Run 1, signal wires by layer:
(3 px per um)
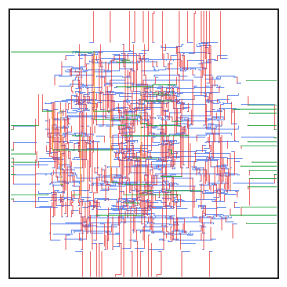
Run 1, met3 routing:
(3 px per um) Cells faint in the background.
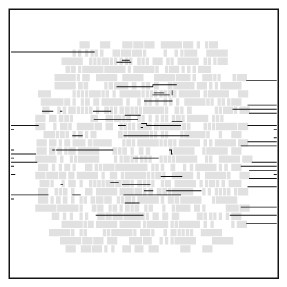
Run 1, where the registers sit:
(3 px per um) Other sequential cells in the stronger gray, the rest of the logic in the fainter gray.
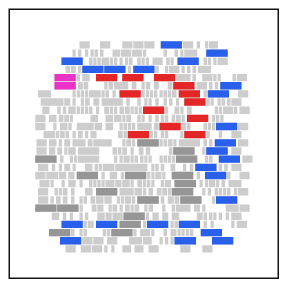
File: config.mk
export PLATFORM = sky130hd
export DESIGN_NAME = answer_entry
export DESIGN_NICKNAME = d
export VERILOG_FILES = /design/src/rtl/answer_pkg.sv /design/src/rtl/answer_entry_bcd_field.sv /design/src/rtl/answer_entry.sv
export SDC_FILE = /design/constraint.sdc
export NUM_CORES = 1
export LEC_CHECK = 0
export ABC_AREA = 1
export ABC_CLOCK_PERIOD_IN_PS = 2000
export CORE_MARGIN = 8
export CORE_UTILIZATION = 50
export CTS_CLUSTER_DIAMETER = 30
export CTS_CLUSTER_SIZE = 25
export DETAILED_ROUTE_END_ITERATION = 12
export PLACE_DENSITY_LB_ADDON = 0.25
export SLEW_MARGIN = 20
export SYNTH_ARGS = -nofsm -noshare
export SYNTH_HDL_FRONTEND = slang
export SYNTH_SLANG_ARGS = --single-unit
export TNS_END_PERCENT = 1
File: constraint.sdc
create_clock -name CLK -period 2 [get_ports CLK]
set_clock_uncertainty 0.15 [all_clocks]
set_input_delay 0.4 -clock CLK [delete_from_list [all_inputs] [get_ports CLK]]
set_output_delay 0.4 -clock CLK [all_outputs]
set_load 0.02 [all_outputs]
File: src/rtl/answer_pkg.sv
// Shared key codes, entry states and field sizing for the
// keypad answer builder.
package answer_pkg;

  localparam int FIELD_DIGITS_DEF = 3;

  localparam logic [3:0] KEY_SEP   = 4'hA;
  localparam logic [3:0] KEY_ENTER = 4'hB;
  localparam logic [3:0] KEY_BACK  = 4'hC;
  localparam logic [3:0] KEY_CLEAR = 4'hD;

  typedef enum logic [1:0] {
    ENTRY_A   = 2'd0,
    ENTRY_B   = 2'd1,
    SUBMITTED = 2'd2
  } state_t;

endpackage

File: src/rtl/answer_entry_bcd_field.sv
// One answer factor: a shift register of BCD digits with a
// digit count.
module bcd_field #(
  parameter int N = 3
) (
  input  logic           CLK,
  input  logic           RST,
  input  logic           i_push,
  input  logic           i_pop,
  input  logic           i_clr,
  input  logic [3:0]     i_d,
  output logic [4*N-1:0] o_field,
  output logic           o_full,
  output logic           o_empty
);

  localparam int CW = $clog2(N + 1);

  logic [4*N-1:0] r_field;
  logic [CW-1:0]  r_cnt;

  always_ff @(posedge CLK) begin
    if (RST || i_clr) begin
      r_field <= '0;
      r_cnt   <= '0;
    end else if (i_push) begin
      r_field <= {r_field[4*N-5:0], i_d};
      r_cnt   <= r_cnt + 1'b1;
    end else if (i_pop) begin
      r_field <= {4'h0, r_field[4*N-1:4]};
      r_cnt   <= r_cnt - 1'b1;
    end
  end

  assign o_field = r_field;
  assign o_full  = (r_cnt == CW'(N));
  assign o_empty = (r_cnt == '0);

endmodule

File: src/rtl/answer_entry.sv
// Keypad answer builder: decodes keys into two BCD fields and
// latches the submitted {a, b} answer for the checker.
module answer_entry
  import answer_pkg::*;
#(
  parameter int FIELD_DIGITS = FIELD_DIGITS_DEF
) (
  input  logic                    CLK,
  input  logic                    RST,
  input  logic                    key_valid,
  input  logic [3:0]              key_code,
  input  logic                    new_q,
  output logic [8*FIELD_DIGITS-1:0] check_in,
  output logic [8*FIELD_DIGITS-1:0] entry,
  output logic [1:0]              state,
  output logic                    submit_pulse,
  output logic                    key_err
);

  localparam int W = 4 * FIELD_DIGITS;

  state_t r_state;
  state_t w_nxt;

  logic [2*W-1:0] r_check;
  logic           r_submit;
  logic           r_err;

  logic [W-1:0] w_fa;
  logic [W-1:0] w_fb;
  logic w_full_a, w_empty_a;
  logic w_full_b, w_empty_b;

  logic w_push_a, w_pop_a;
  logic w_push_b, w_pop_b;
  logic w_clr, w_err, w_submit;

  logic w_dig, w_sep, w_ent;
  logic w_bak, w_clk, w_rsv;
  logic w_zero;

  assign w_dig  = key_code <= 4'd9;
  assign w_sep  = key_code == KEY_SEP;
  assign w_ent  = key_code == KEY_ENTER;
  assign w_bak  = key_code == KEY_BACK;
  assign w_clk  = key_code == KEY_CLEAR;
  assign w_rsv  = key_code >= 4'hE;
  assign w_zero = ({w_fa, w_fb} == '0);

  // new_q overrides any key sampled on the same edge
  always_comb begin
    w_nxt    = r_state;
    w_push_a = 1'b0;
    w_pop_a  = 1'b0;
    w_push_b = 1'b0;
    w_pop_b  = 1'b0;
    w_clr    = 1'b0;
    w_err    = 1'b0;
    w_submit = 1'b0;
    if (new_q) begin
      w_clr = 1'b1;
      w_nxt = ENTRY_A;
    end else if (key_valid) begin
      unique case (1'b1)
        w_rsv: w_err = 1'b1;
        w_clk: begin
          w_clr = 1'b1;
          w_nxt = ENTRY_A;
        end
        w_dig: begin
          if (r_state == ENTRY_A) begin
            if (w_full_a) w_err = 1'b1;
            else w_push_a = 1'b1;
          end else if (r_state == ENTRY_B) begin
            if (w_full_b) w_err = 1'b1;
            else w_push_b = 1'b1;
          end else begin
            w_err = 1'b1;
          end
        end
        w_sep: begin
          if (r_state == ENTRY_A && !w_empty_a)
            w_nxt = ENTRY_B;
          else
            w_err = 1'b1;
        end
        w_bak: begin
          if (r_state == ENTRY_A) begin
            if (w_empty_a) w_err = 1'b1;
            else w_pop_a = 1'b1;
          end else if (r_state == ENTRY_B) begin
            if (w_empty_b) w_nxt = ENTRY_A;
            else w_pop_b = 1'b1;
          end else begin
            w_err = 1'b1;
          end
        end
        w_ent: begin
          if (r_state == ENTRY_B && !w_empty_b
              && !w_zero) begin
            w_submit = 1'b1;
            w_nxt    = SUBMITTED;
          end else begin
            w_err = 1'b1;
          end
        end
        default: w_err = 1'b1;
      endcase
    end
  end

  always_ff @(posedge CLK) begin
    if (RST) begin
      r_state  <= ENTRY_A;
      r_check  <= '0;
      r_submit <= 1'b0;
      r_err    <= 1'b0;
    end else begin
      r_state  <= w_nxt;
      r_submit <= w_submit;
      r_err    <= w_err;
      if (w_clr)
        r_check <= '0;
      else if (w_submit)
        r_check <= {w_fa, w_fb};
    end
  end

  bcd_field #(.N(FIELD_DIGITS)) u_fa (
    .CLK     (CLK),
    .RST     (RST),
    .i_push  (w_push_a),
    .i_pop   (w_pop_a),
    .i_clr   (w_clr),
    .i_d     (key_code),
    .o_field (w_fa),
    .o_full  (w_full_a),
    .o_empty (w_empty_a)
  );

  bcd_field #(.N(FIELD_DIGITS)) u_fb (
    .CLK     (CLK),
    .RST     (RST),
    .i_push  (w_push_b),
    .i_pop   (w_pop_b),
    .i_clr   (w_clr),
    .i_d     (key_code),
    .o_field (w_fb),
    .o_full  (w_full_b),
    .o_empty (w_empty_b)
  );

  assign check_in     = r_check;
  assign entry        = {w_fa, w_fb};
  assign state        = r_state;
  assign submit_pulse = r_submit;
  assign key_err      = r_err;

endmodule

==> summary.rpt, run 1 <==
IMPLEMENTATION SUMMARY REPORT
----------------------------------------------------
[Timing]
  Max Slew Vio Count ........................ 0
  Tmin final ........................ 1.944 ns

[Pwr]
  Proportion of power drawn by combinational gates ........................ 0.080
  Cell internal power dissipation ........................ 1.558 mW

[Outcome]
  Status ........................ finished, final reports clean

[Die]
  Taps Inserted ........................ 70
  Die X ........................ 89.16 um
  Core area ........................ 0.005140 sq mm

[Min path]
  End of the worst hold path ........................ u_fb.r_cnt[0]$_SDFFE_PP0P_
  Class of the worst hold path ........................ register to register

[Setup path]
  CP cell instances ........................ clkdlybuf4s50_1
  Path depth of the worst reg2reg path ........................ 9

[Yosys]
  Commonest cells in the synthesized netlist ........................ nand2_1, nor2_1, dfxtp_1
  Chip area estimate from yosys synthesis ........................ 0.002676 sq mm
  Count of unique library cells instantiated by Yosys ........................ 27
  Synth area leaders ........................ dfxtp_1, nand2_1, nor2_1
  Total number of yosys warnings ........................ 0
  Dominant kind of combinational cell ........................ simple AND/OR/NAND/NOR gates
  Basic Gates by Area ........................ 0.3834
  Part of the Yosys area used for sequential elements ........................ 0.4189

[GRT]
  Global-route congestion overflow total ........................ 0

[Drt]
  Violation tally from detailed-route iteration zero ........................ 165
  Amount of wire on met2 after detailed routing ........................ 3354 um
  Count of unresolved DRC violations after routing ........................ 0

[Place]
  DP HPWL ........................ 5225 um

[Finish]
  Cell area after layout ........................ 0.003632 sq mm
  Total of plain and repair buffers excluding clock buffers ........................ 86

[Clock network]
  Maximum clock insertion buffer count ........................ 2

----------------------------------------------------
Notes on 'signal wires by layer' above:
- metal 2: red (wire length 3350 um)
- metal 3: green (wire length 453 um)
- metal 4: orange (wire length 139 um)
- metal 1: blue (wire length 2770 um)
global-route usage over all layers: 0.1762
overall via count from detail_route: 2713
per-cell routed wire length: 12.14 um
total length of routed wires: 6714 um

Notes on 'met3 routing' above:
- wire length on this layer: 453 um
- nets with wire on the layer: 53
- main direction: horizontal
met3 global-route usage: 0.04688

Notes on 'where the registers sit' above:
- `u_fb.o_field`: red (placed flops 12)
- `check_in`: blue (placed flops 24)
- `u_fb.r_cnt`: magenta (placed flops 2)
- not colored: 18
sequential share of cell area: 0.3086
Seq group: 1.12 mW

==> run 1: stage by stage <==
stage / util / TNS, ns / hold slack [ns] / worst slack [ns] / power (mW)
after CTS: 0.7037 / 0 / 0.3358 / 0.01130 / 2.031
after global routing: 0.7067 / 0 / 0.3496 / 0.0009315 / 2.103
after global placement: 0.6831 / -6.020 / 0.3098 / -0.1696 / 1.306
final: 0.7067 / 0 / 0.3370 / 0.05623 / 2.022
after floorplan: - / 0 / 0.2931 / 0.3835 / 1.233
after detailed placement: 0.6831 / -10.41 / 0.3168 / -0.2628 / 1.311
==> run 1: worst max-delay path by stage <==
| stage | start | end | slack (ns) | depth (start not counted) |
|---|---|---|---|---|
| 6_report | u_fa.o_field[8]$_SDFFE_PP0P_ | entry[20] | 0.06 | 1 |
| 5_1_grt | u_fa.o_field[3]$_SDFFE_PP0P_ | entry[15] | 0.0009 | 1 |
| 4_1_cts | u_fb.o_field[7]$_SDFFE_PP0P_ | entry[7] | 0.01 | 1 |
| 3_5_place_dp | key_code[3] | u_fb.o_field[4]$_SDFFE_PP0P_ | -0.26 | 10 |
| 3_3_place_gp | key_code[3] | u_fb.o_field[5]$_SDFFE_PP0P_ | -0.17 | 10 |
| 2_1_floorplan | state[1]$_SDFFE_PP0P_ | u_fa.o_field[2]$_SDFFE_PP0P_ | 0.38 | 9 |
==> run 1: layout by cell type (no fill, tap or decap), types with 3 or more instances in the layout <==
cell,n
dlygate4sd2_1,4
a21oi_1,17
buf_12,4
buf_4,23
clkbuf_8,5
clkdlybuf4s50_1,49
nor2_2,10
dfxtp_1,56
nor2_4,3
o21ai_1,8
a31oi_1,6
nor2_1,80
dlymetal6s2s_1,6
o21ai_0,12
inv_2,7
inv_1,36
nand3_1,10
nand2_2,5
nand2_1,129
Run 1, routing congestion map:
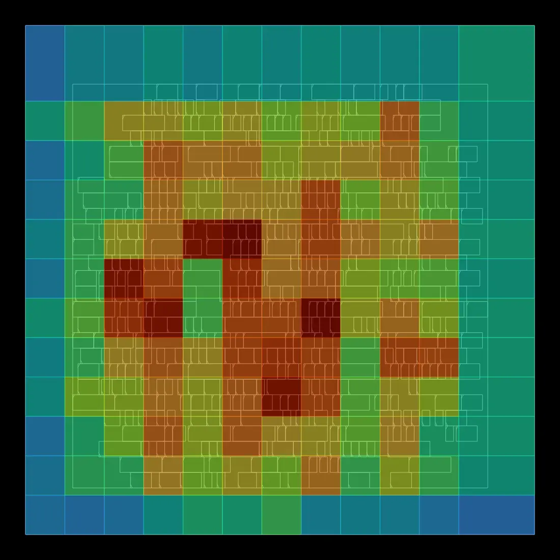

--- run 2 (diff from run 1) ---
--- a/config.mk
+++ b/config.mk
@@ -7,7 +7,7 @@
 export LEC_CHECK = 0
 export ABC_AREA = 1
 export ABC_CLOCK_PERIOD_IN_PS = 2000
-export CORE_MARGIN = 8
+export CORE_MARGIN = 4
 export CORE_UTILIZATION = 50
 export CTS_CLUSTER_DIAMETER = 30
 export CTS_CLUSTER_SIZE = 25
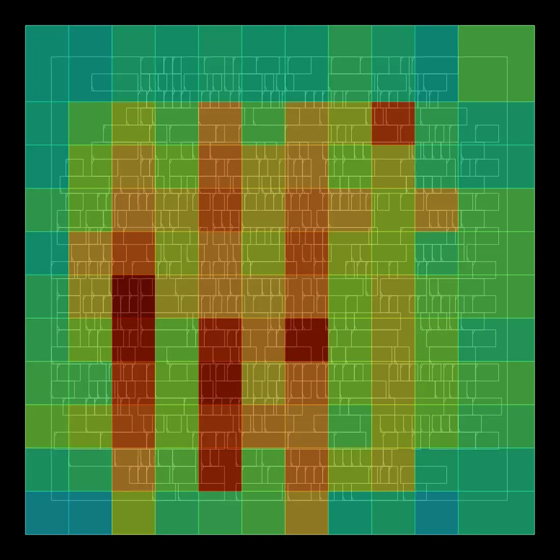
Run 2: routing congestion map
met3 global-route usage: 0.04324
global routing usage on met2: 0.3645
busiest grt layer: met2
grt met1 use: 0.2580
Finished Core Util: 0.7013

==> run 2 against run 1 <==
Synthesized cell count stayed put; worst setup slack worse by 0.0090 ns; synthesized area stayed put; non-clock buffer count is 1 lower; global-route usage is 3.5 points higher; register-to-register slack better by 0.02 ns; die area is 17% lower; first-iteration DRC count is 21% higher; core utilization is 0.54 points lower; clock power is 15% lower; fmax is 0.46% lower; critical endpoint unchanged.
==> summary.rpt, run 2 <==
IMPLEMENTATION SUMMARY REPORT
----------------------------------------------------
[Drt]
  Count of unresolved DRC violations after routing ........................ 0
  Violation tally from detailed-route iteration zero ........................ 199
  Per-cell routed wire length ........................ 11.74 um

[Pwr]
  Cell internal power dissipation ........................ 1.434 mW
  Seq group ........................ 1.12 mW
  Proportion of power drawn by combinational gates ........................ 0.081

[Yosys]
  Count of unique library cells instantiated by Yosys ........................ 27
  Total number of yosys warnings ........................ 0
  Commonest cells in the synthesized netlist ........................ nand2_1, nor2_1, dfxtp_1
  Part of the Yosys area used for sequential elements ........................ 0.4189

[Die]
  Core area ........................ 0.005140 sq mm

[Setup path]
  CP cell instances ........................ clkdlybuf4s50_1

[Place]
  DP HPWL ........................ 4931 um

[Clock network]
  Maximum clock insertion buffer count ........................ 2

[Finish]
  Most frequently placed logic cell in the final layout ........................ nand2_1
  Most common logic cells in the final layout ........................ nand2_1, nor2_1, dfxtp_1, clkdlybuf4s50_1, inv_1

[GRT]
  Global-route usage over all layers ........................ 0.2115

[Timing]
  Max Slew Vio Count ........................ 0

[Outcome]
  Status ........................ finished, final reports clean

[Min path]
  Class of the worst hold path ........................ primary input to register

----------------------------------------------------
run 2: what timing repair did:
| item | CTS | global route |
|---|---|---|
| setup endpoints to repair | 2 | 13 |
| gates resized | 2 | 10 |
| pin swaps | 0 | 0 |
| setup buffers | 0 | 0 |
run 2: worst min-delay path, cell delays in order:
cell and delay (ns):
dlymetal6s2s_1 0.17, nand2_1 0.09, a31oi_1 0.07
run 2: final timing paths:
path	end	cells past startpoint
worst max register to register	check_in[12]$_SDFFE_PP0P_	8
worst min register to register	u_fb.r_cnt[0]$_SDFFE_PP0P_	1
worst min-delay path	u_fa.o_field[3]$_SDFFE_PP0P_	3
worst max-delay path	entry[20]	1
run 2: cells by family after synthesis:
family | count (synthesis) | share of synthesized area
AND-OR/OR-AND | 47 | 0.1001
buffers and inverters | 58 | 0.09771
flip-flops | 56 | 0.4189
AND/OR/NAND/NOR | 242 | 0.3834
run 2: routing by layer:
layer / global-route usage / part of all wire
met5: 0 / 0
met4: 0.08108 / 0.022
met3: 0.04324 / 0.053
met2: 0.3645 / 0.50
met1: 0.2580 / 0.42
run 2: cell type report:
cell class / instances / share of cell area
Sequential cell: 56 / 0.3110
Tap cell: 70 / 0.02430
Multi-Input combinational cell: 289 / 0.3589
Timing Repair Buffer: 85 / 0.2346
Inverter: 44 / 0.04582
Clock buffer: 5 / 0.01909
Clock inverter: 3 / 0.006248
run 2: per-stage QoR:
stage	setup TNS (ns)	instance area (sq um)	setup slack (ns)	total power [mW]	util
2_1_floorplan	0	2676	0.3835	1.233	-
3_3_place_gp	-6.144	3491	-0.2053	1.301	0.6792
3_5_place_dp	-8.407	3491	-0.2309	1.304	0.6792
4_1_cts	0	3580	0.009607	1.921	0.6964
5_1_grt	0	3605	0.001478	1.982	0.7013
6_report	0	3605	0.04724	1.905	0.7013
--- run 3 (diff from run 2) ---
--- a/config.mk
+++ b/config.mk
@@ -9,6 +9,7 @@
 export ABC_CLOCK_PERIOD_IN_PS = 2000
 export CORE_MARGIN = 4
 export CORE_UTILIZATION = 50
+export CTS_BUF_LIST = sky130_fd_sc_hd__clkbuf_2 sky130_fd_sc_hd__clkbuf_4 sky130_fd_sc_hd__clkbuf_8
 export CTS_CLUSTER_DIAMETER = 30
 export CTS_CLUSTER_SIZE = 25
 export DETAILED_ROUTE_END_ITERATION = 12
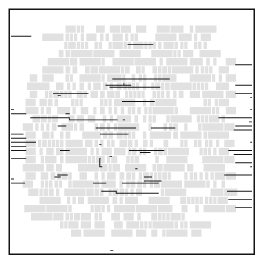
Run 3: met3 routing
(3 px per um) Cells faint in the background.
- longest straight run: 18.9 um
- nets with wire on the layer: 49
overall via count from detail_route: 2646
total length of routed wires: 6478 um

==> run 3 against run 2 <==
Sequential share of layout area is the same; synthesized cell count unchanged; core utilization stayed put.
==> summary.rpt, run 3 <==
IMPLEMENTATION SUMMARY REPORT
----------------------------------------------------
[Yosys]
  Total number of yosys warnings ........................ 0
  Part of the Yosys area used for sequential elements ........................ 0.4189
  Count of unique library cells instantiated by Yosys ........................ 27
  Commonest cells in the synthesized netlist ........................ nand2_1, nor2_1, dfxtp_1
  Synth area leaders ........................ dfxtp_1, nand2_1, nor2_1

[Place]
  DP HPWL ........................ 4931 um

[Finish]
  Most frequently placed logic cell in the final layout ........................ nand2_1

[Setup path]
  Critical register-to-register path endpoint ........................ check_in[12]$_SDFFE_PP0P_
  Stages on the worst setup path ........................ 1
  Path depth of the worst reg2reg path ........................ 8
  CP cell instances ........................ clkdlybuf4s50_1
  Critical path launch point ........................ u_fa.o_field[8]$_SDFFE_PP0P_
  Capture point of the critical path ........................ entry[20]

[Timing]
  Final TNS setup ........................ 0 ns
  Max Slew Vio Count ........................ 0

[Outcome]
  Status ........................ finished, final reports clean

[Drt]
  Total met3 wirelength after detailed routing ........................ 346 um
  Violation tally from detailed-route iteration zero ........................ 199
  Uppermost layer routed ........................ met4
  First-pass iteration count of the detailed router ........................ 4
  Detailed-route wire length on metal 1 ........................ 2732 um
  Count of unresolved DRC violations after routing ........................ 0
  Amount of wire on met2 after detailed routing ........................ 3254 um
  Per-cell routed wire length ........................ 11.74 um

[GRT]
  Grt met1 use ........................ 0.2580
  Global-route congestion overflow total ........................ 0
  Busiest grt layer ........................ met2
  Global routing usage on met2 ........................ 0.3645
  Met3 global-route usage ........................ 0.04324

[Pwr]
  Leakage power ........................ 1.829 nW

[Die]
  Die X ........................ 81.16 um
  Core area ........................ 0.005140 sq mm

[Min path]
  Class of the worst hold path ........................ primary input to register
  End of the worst hold path ........................ u_fa.o_field[3]$_SDFFE_PP0P_

[Clock network]
  Maximum clock insertion buffer count ........................ 2

----------------------------------------------------
==> run 3: cell counts after synthesis <==
No cell type changed its count.
==> run 3: logic make-up (layout without fill, tap and decap cells) <==
| logic type | count (synthesis) | in the layout | synth area share |
|---|---|---|---|
| buffers and inverters | 58 | 137 | 0.09771 |
| AND/OR/NAND/NOR | 242 | 242 | 0.3834 |
| flip-flops | 56 | 56 | 0.4189 |
| AND-OR/OR-AND | 47 | 47 | 0.1001 |
==> run 3: area by class of cell <==
type,count,area [sq um],area share
timing repair buffer,85,845.8,0.2346
clock inverter,3,22.52,0.006248
inverter,44,165.2,0.04582
tap,70,87.58,0.02430
multi-input combinational,289,1294,0.3589
clock buffer,5,68.82,0.01909
sequential,56,1121,0.3110
==> run 3: worst register-to-register path: stages, from the launching register on <==
cell     delay (ns)
dfxtp_1        0.50
nor2_1         0.09
nand2_1        0.07
nor2_1         0.04
nand3_1        0.13
nand4_2        0.18
buf_12         0.23
nor2_1         0.11
nor2_1         0.05
==> run 3: stage by stage <==
stage               power, mW  utilization  hold WS (ns)  cell area (sq um)
global route            1.982       0.7013        0.3432               3605
floorplan               1.233            -        0.2931               2676
finish                  1.905       0.7013        0.3253               3605
CTS                     1.921       0.6964        0.3340               3580
detailed placement      1.304       0.6792        0.3182               3491
global placement        1.301       0.6792        0.3089               3491
==> run 3: timing repair <==
item | in CTS | in global routing
endpoints found under the setup margin | 2 | 13
cloned | 0 | 0
gates resized | 2 | 10
pin swaps | 0 | 0
buffers inserted | 0 | 0
==> run 3: power breakdown <==
part / switching [mW] / total (mW) / internal [mW]
sequential: 0.00531 / 1.12 / 1.12
combinational: 0.0906 / 0.153 / 0.0629
clock: 0.375 / 0.627 / 0.252
Power figures rest on the tool's default switching activity, not on a simulated workload.
